==> images/flops_by_reg.png <==
Other sequential cells in the stronger gray, the rest of the logic in the fainter gray.
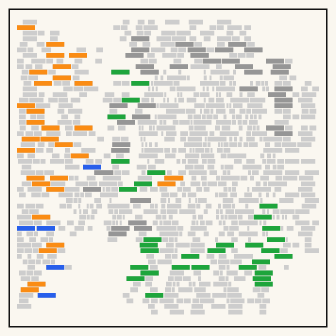
==> images/congestion.png <==
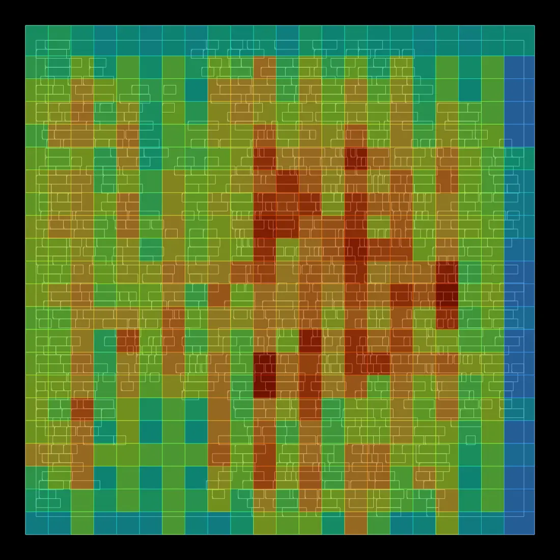
==> images/power_grid.png <==
Pins as bars on the die edge. Tap cells in gray.
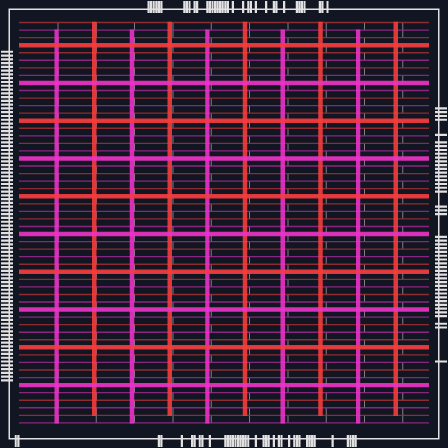
==> images/clk_routes.png <==
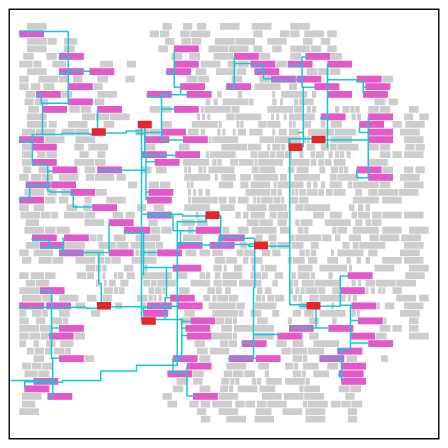
==> config.mk <==
export PLATFORM = sky130hd
export DESIGN_NAME = mem_access_unit
export DESIGN_NICKNAME = d
export VERILOG_FILES = /design/src/rtl/mem_access_unit.sv
export SDC_FILE = /design/constraint.sdc
export NUM_CORES = 1
export LEC_CHECK = 0
export CAP_MARGIN = 30
export CORE_MARGIN = 3
export CORE_UTILIZATION = 30
export CTS_BUF_LIST = sky130_fd_sc_hd__clkbuf_8
export DETAILED_ROUTE_END_ITERATION = 16
export GPL_ROUTABILITY_DRIVEN = 0
export SLEW_MARGIN = 30
export SYNTH_ARGS = -nofsm -noshare
export SYNTH_HDL_FRONTEND = slang
export SYNTH_SLANG_ARGS = --single-unit
==> constraint.sdc <==
create_clock -name clk -period 2.9 [get_ports clk]
set_input_delay 0.58 -clock clk [delete_from_list [all_inputs] [get_ports clk]]
set_output_delay 0.58 -clock clk [all_outputs]
set_load 0.1 [all_outputs]
==> results_dict.tcl <==
# implementation run metrics
set metrics [dict create \
    status "finished, final reports clean" \
    port_buffers 208 \
    dp_slack_ns 0.148 \
    grt_max_degree 77 \
    nonClkBufAreaFrac_pct 29.3 \
    largest_cell_class "multi-input combinational cells" \
    drc 0 \
    dr.pass1.iters 5 \
    top_cell "dfrtp_1" \
    yosysUniqueCellTypes 59 \
    post-synth-top-area-cell "dfrtp_1" \
    grt.overflow.total 0 \
    crit_path_max_incr_delay_ns 0.52 \
    met1_length_mm 9.85 \
    top_cells_by_area "dfrtp_1 (40%), mux2_2 (17%), nor2b_1 (4.5%)" \
    period_needed_ns 2.87 \
    simple_gate_area_share_pct 13.8 \
    slew_headroom_pct 52.5 \
    finalSetupTns_ns 0 \
    final_cell_mix "clkdlybuf4s50_1 (105), dfrtp_1 (103), buf_12 (101)" \
    yosys_cells 637 \
    path_cells "buf_4, nor4b_1, a32oi_4, buf_12, a31oi_2, buf_12" \
    first_global_vias 6604 \
    num_vias 6162 \
    clock_path_buffers 2 \
    synthMuxAreaShare_pct 20.1 \
    wl_met3_mm 2.07 \
    cts_tree "built" \
    antenna_found_initial 2 \
    fin_crit_sh_pct 98.9 \
    reg2reg_depth 5 \
    nWellTaps 275 \
    ff_count 106 \
    num-clock-buffers 10 \
    critPathMostFrequentCell "buf_12" \
    dpl-instance-area_um2 10900 \
    ys_warn_count 0 \
    signal_buffers 247 \
    crit_slowest_cell "nor4b_1" \
]
About flops_by_reg.png:
legend:
  orange:
    name_in_the_netlist: addr_q
    sequential_cells: 30
    where: a column on the left
  blue:
    name_in_the_netlist: tag_q
    sequential_cells: 5
  green:
    name_in_the_netlist: buf_q
    sequential_cells: 32
not colored: 39
Seq area share: 22.9%
Reg area: 2660 um^2
post-layout utilization of the core: 54.6%

About congestion.png:
layer carrying the most global-route usage: met2
M3 GR Usage: 6.81%
GRT Total Usage: 20.3%
grt met1 use: 24.6%

About power_grid.png:
legend:
  magenta:
    net: VSS
  red:
    net: VDD
rows: 53
met1 rails: 54
met4 straps: 10
Core ar.: 21300 um^2
Die H: 154 um
Die Wd: 154 um

About clk_routes.png:
legend:
  red:
    item: clock drivers
    count: 9
  cyan:
    item: clock wires
    length: 1460 um
  magenta:
    item: flip-flops
    count: 106
routed clock nets: 10
flops lie: spread over the die
latest clock arrival within the worst-skew pair: 0.40 ns
Clock Skew: 0.0152 ns

